File: src/rtl/noc_switch_n.sv
// noc_switch_n: N-port NoC switch with per-input FIFOs, destination-range routing and
// per-output round-robin arbitration. Define NOC_SWITCH_PKT_LOCK_EN for packet locking (i_last/o_last).
module noc_switch_n #(
  parameter int                       DATA_WIDTH   = 32,
  parameter int                       NUM_PORTS    = 3,
  parameter int                       FIFO_DEPTH   = 16,
  parameter int                       ADDR_MSB     = 31,
  parameter int                       ADDR_LSB     = 24,
  parameter logic [NUM_PORTS*8-1:0]   PORT_MIN     = {8'd0, 8'd2, 8'd0},
  parameter logic [NUM_PORTS*8-1:0]   PORT_MAX     = {8'd0, 8'd2, 8'd0},
  parameter int                       DEFAULT_PORT = NUM_PORTS - 1
) (
  input  logic                            i_clk,
  input  logic                            i_reset_n,
  input  logic [NUM_PORTS*DATA_WIDTH-1:0] i_data,
  input  logic [NUM_PORTS-1:0]            i_data_valid,
  output logic [NUM_PORTS-1:0]            o_data_ready,
  output logic [NUM_PORTS*DATA_WIDTH-1:0] o_data,
  output logic [NUM_PORTS-1:0]            o_data_valid,
  input  logic [NUM_PORTS-1:0]            i_data_ready,
`ifdef NOC_SWITCH_PKT_LOCK_EN
  input  logic [NUM_PORTS-1:0]            i_last,
  output logic [NUM_PORTS-1:0]            o_last,
`endif
  output logic [NUM_PORTS-1:0]            o_dbg_busy
);

  // Handshake: a flit moves on a port in every cycle where valid and ready are both high at the
  // clock edge; valid never depends on ready, and once raised valid/data hold until that edge.

  localparam int PW = $clog2(NUM_PORTS);
  localparam int AW = $clog2(FIFO_DEPTH);
  localparam int CW = AW + 1;
`ifdef NOC_SWITCH_PKT_LOCK_EN
  localparam int EW = DATA_WIDTH + 1;
`else
  localparam int EW = DATA_WIDTH;
`endif

  typedef enum logic {S_IDLE = 1'b0, S_BUSY = 1'b1} state_t;

  logic [EW-1:0]        r_mem        [NUM_PORTS][FIFO_DEPTH];
  logic [AW-1:0]        r_wr_ptr     [NUM_PORTS];
  logic [AW-1:0]        r_rd_ptr     [NUM_PORTS];
  logic [CW-1:0]        r_count      [NUM_PORTS];
  state_t               r_state      [NUM_PORTS];
  state_t               w_state_nxt  [NUM_PORTS];
  logic [PW-1:0]        r_grant      [NUM_PORTS];
  logic [PW-1:0]        w_grant_nxt  [NUM_PORTS];
  logic [PW-1:0]        r_last_grant [NUM_PORTS];
  logic [PW-1:0]        w_last_grant_nxt [NUM_PORTS];
  logic [PW-1:0]        w_cand       [NUM_PORTS];
  logic [EW-1:0]        w_head       [NUM_PORTS];
  logic [EW-1:0]        w_in_word    [NUM_PORTS];
  logic [7:0]           w_dest       [NUM_PORTS];
  logic [PW-1:0]        w_route      [NUM_PORTS];
  logic [NUM_PORTS-1:0] w_push, w_pop, w_empty, w_locked, w_hit, w_found;

  function automatic logic [PW-1:0] rr_idx(input logic [PW-1:0] base, input int k);
    int s;
    s = int'(base) + k;
    if (s >= NUM_PORTS) s = s - NUM_PORTS;
    return PW'(s);
  endfunction

  always_comb begin
    for (int p = 0; p < NUM_PORTS; p++) begin
      w_empty[p]      = (r_count[p] == '0);
      o_data_ready[p] = (r_count[p] != CW'(FIFO_DEPTH));
      w_push[p]       = i_data_valid[p] & o_data_ready[p];
      w_head[p]       = r_mem[p][r_rd_ptr[p]];
`ifdef NOC_SWITCH_PKT_LOCK_EN
      w_in_word[p]    = {i_last[p], i_data[p*DATA_WIDTH +: DATA_WIDTH]};
`else
      w_in_word[p]    = i_data[p*DATA_WIDTH +: DATA_WIDTH];
`endif
    end
  end

  // Lowest-numbered matching range wins; unmatched destinations fall to DEFAULT_PORT.
  always_comb begin
    for (int p = 0; p < NUM_PORTS; p++) begin
      w_dest[p]  = 8'(w_head[p][ADDR_MSB:ADDR_LSB]);
      w_route[p] = PW'(DEFAULT_PORT);
      w_hit[p]   = 1'b0;
      for (int o = 0; o < NUM_PORTS; o++) begin
        if (!w_hit[p] && (w_dest[p] >= PORT_MIN[8*o +: 8]) && (w_dest[p] <= PORT_MAX[8*o +: 8])) begin
          w_route[p] = PW'(o);
          w_hit[p]   = 1'b1;
        end
      end
    end
  end

  // An input held by a busy output is invisible to every other arbiter (matters for body flits).
  always_comb begin
    w_locked = '0;
    for (int o = 0; o < NUM_PORTS; o++) begin
      if (r_state[o] == S_BUSY) w_locked[r_grant[o]] = 1'b1;
    end
  end

  always_comb begin
    o_data       = '0;
    o_data_valid = '0;
    o_dbg_busy   = '0;
    w_pop        = '0;
    w_found      = '0;
`ifdef NOC_SWITCH_PKT_LOCK_EN
    o_last       = '0;
`endif
    for (int o = 0; o < NUM_PORTS; o++) begin
      w_state_nxt[o]      = r_state[o];
      w_grant_nxt[o]      = r_grant[o];
      w_last_grant_nxt[o] = r_last_grant[o];
      w_cand[o]           = '0;
      case (r_state[o])
        S_IDLE: begin
          for (int k = 1; k <= NUM_PORTS; k++) begin
            w_cand[o] = rr_idx(r_last_grant[o], k);
            if (!w_found[o] && !w_empty[w_cand[o]] && !w_locked[w_cand[o]] &&
                (w_route[w_cand[o]] == PW'(o))) begin
              w_found[o]     = 1'b1;
              w_grant_nxt[o] = w_cand[o];
              w_state_nxt[o] = S_BUSY;
            end
          end
        end
        S_BUSY: begin
          o_dbg_busy[o] = 1'b1;
          // The FIFO can run dry between body flits of a locked packet; valid drops meanwhile.
          if (!w_empty[r_grant[o]]) begin
            o_data_valid[o]                    = 1'b1;
            o_data[o*DATA_WIDTH +: DATA_WIDTH] = w_head[r_grant[o]][DATA_WIDTH-1:0];
`ifdef NOC_SWITCH_PKT_LOCK_EN
            o_last[o]                          = w_head[r_grant[o]][DATA_WIDTH];
`endif
            if (i_data_ready[o]) begin
              w_pop[r_grant[o]]   = 1'b1;
              w_last_grant_nxt[o] = r_grant[o];
`ifdef NOC_SWITCH_PKT_LOCK_EN
              if (w_head[r_grant[o]][DATA_WIDTH]) w_state_nxt[o] = S_IDLE;
`else
              w_state_nxt[o] = S_IDLE;
`endif
            end
          end
        end
        default: w_state_nxt[o] = S_IDLE;
      endcase
    end
  end

  always_ff @(posedge i_clk or negedge i_reset_n) begin
    if (!i_reset_n) begin
      for (int p = 0; p < NUM_PORTS; p++) begin
        r_wr_ptr[p]     <= '0;
        r_rd_ptr[p]     <= '0;
        r_count[p]      <= '0;
        r_state[p]      <= S_IDLE;
        r_grant[p]      <= '0;
        r_last_grant[p] <= PW'(NUM_PORTS - 1);
      end
    end else begin
      for (int p = 0; p < NUM_PORTS; p++) begin
        if (w_push[p]) r_wr_ptr[p] <= r_wr_ptr[p] + AW'(1);
        if (w_pop[p])  r_rd_ptr[p] <= r_rd_ptr[p] + AW'(1);
        case ({w_push[p], w_pop[p]})
          2'b10:   r_count[p] <= r_count[p] + CW'(1);
          2'b01:   r_count[p] <= r_count[p] - CW'(1);
          default: r_count[p] <= r_count[p];
        endcase
        r_state[p]      <= w_state_nxt[p];
        r_grant[p]      <= w_grant_nxt[p];
        r_last_grant[p] <= w_last_grant_nxt[p];
      end
    end
  end

  always_ff @(posedge i_clk) begin
    for (int p = 0; p < NUM_PORTS; p++) begin
      if (w_push[p]) r_mem[p][r_wr_ptr[p]] <= w_in_word[p];
    end
  end

endmodule

File: config.mk
export PLATFORM = sky130hd
export DESIGN_NAME = noc_switch_n
export DESIGN_NICKNAME = d
export VERILOG_FILES = /design/src/rtl/noc_switch_n.sv
export SDC_FILE = /design/constraint.sdc
export NUM_CORES = 2
export LEC_CHECK = 0
export CAP_MARGIN = 30
export CORE_ASPECT_RATIO = 1.5
export CORE_UTILIZATION = 55
export CTS_BUF_LIST = sky130_fd_sc_hd__clkbuf_4 sky130_fd_sc_hd__clkbuf_8
export CTS_CLUSTER_DIAMETER = 50
export DETAILED_ROUTE_END_ITERATION = 16
export PLACE_DENSITY = 0.75
export SLEW_MARGIN = 40
export SYNTH_ARGS = -nofsm -noshare
export SYNTH_HDL_FRONTEND = slang
export SYNTH_SLANG_ARGS = --single-unit
File: constraint.sdc
create_clock -name i_clk -period 5.7 [get_ports i_clk]
set_input_delay 0.855 -clock i_clk [delete_from_list [all_inputs] [get_ports i_clk]]
set_output_delay 0.855 -clock i_clk [all_outputs]
set_load 0.02 [all_outputs]
==> changes_impl.md <==
### Physical design

* Max-slew violation count at 0
* Most instantiated logic cell after routing: edfxtp_1
* Hold Startpoint: r_count[4]
* Buf/Inv on CP at 2
* Critical Path Fanout Max at 33
* Reg-to-reg startpoint: r_count[10]
* Final wirelength at 177000 um
* Top layer in use: met5
* Die Ht at 422 um
* Post-synth mux share at approximately 13%
* Outcome: finished clean
* DRC at 0
* Ys async rst share at 3.40%
* Final net count at 4116
* Yosys top cell by area: edfxtp_1
* Crit share post-route at 97.4%
* Slowest stage cell on the critical path: dfrtp_4
* Hold_buf cts at 1
* H-Tree Level Count at 4
* Clock-cell share at under 10%
* RSZ-0062 raised after global routing: false
* Non-clk buf share at under 10%
==> where the power goes <==
part	switching, mW	internal (mW)	total, mW
Combinational	11.1	5.96	17.1
Sequential	0.746	14.2	14.9
Clock	4.28	4.47	8.74
Total	16.1	24.6	40.7
==> cell usage after synthesis (26+ instances only) <==
| master | count |
|---|---|
| edfxtp_1 | 1536 |
| mux2i_1 | 335 |
| mux4_2 | 225 |
| nor2_1 | 209 |
| a221oi_1 | 156 |
| clkbuf_1 | 154 |
| nand2_1 | 144 |
| o21ai_0 | 108 |
| a22oi_1 | 103 |
| a21oi_1 | 84 |
| nand3_1 | 58 |
| dfrtp_1 | 51 |
| a311oi_1 | 48 |
| inv_1 | 45 |
| ha_1 | 36 |
| buf_2 | 33 |
| buf_1 | 29 |
| a32oi_1 | 27 |
| nor3_1 | 26 |
Fig. 1: supply network
The bar under the picture is 100 um long. Pins as bars on the die edge.
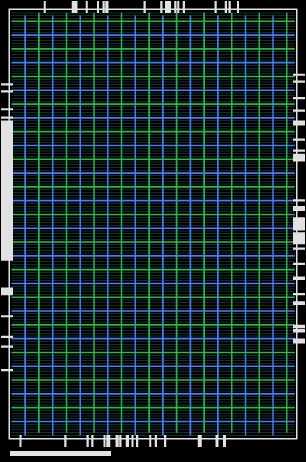
- VSS: blue
- VDD: green
- signal pins: 209
- rows: 153

Fig. 2: routing congestion
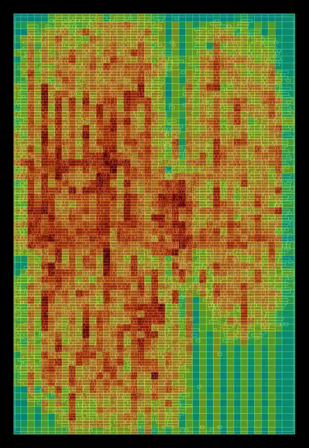
GR peak layer: met2
gr usage total: 29.8%
Finished Core Util: 63.8%
met2 Use GR: 47.2%

Fig. 3: cell density map
The bar under the picture is 100 um long. The die is cut into 14 by 21 equal tiles; black is low, pale yellow is high, 0 to 100% covered.
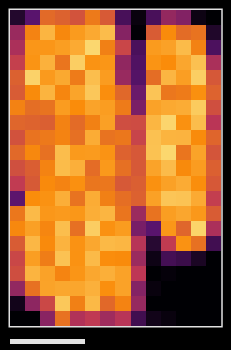
- emptiest ninth of the die: bottom right
- nearly empty tiles: 7.5%
- tiles over 75% full: 41%
Initial Util: 55.6%
core area: 116000 um2

Fig. 4: I/O nets highlighted
The bar under the picture is 100 um long.
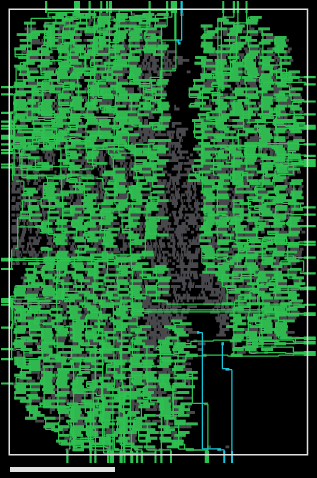
- i_data: green (bits 96; direction input; edge 33 right, 25 left, 19 bottom, 19 top; end cells 1536; buffers 96; wire 18800 um)
- i_data_valid: cyan (bits 3; direction input; edge 2 bottom, 1 top; end cells 3; buffers 3; wire 296 um)

Fig. 5: cells coloured by class
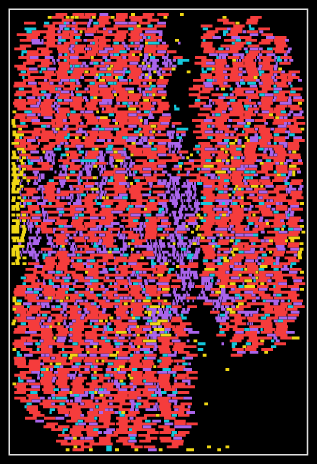
- other buffers and delay cells: yellow (cells 357)
- all other logic: purple (cells 1805)
- clock drivers and dummy loads: cyan (cells 398)
- flip-flops: red (cells 1590)
site row count: 153
post-layout instance area: 74200 um2
sequential cell area share: 64.0%

Power figures rest on the tool's default switching activity, not on a simulated workload.
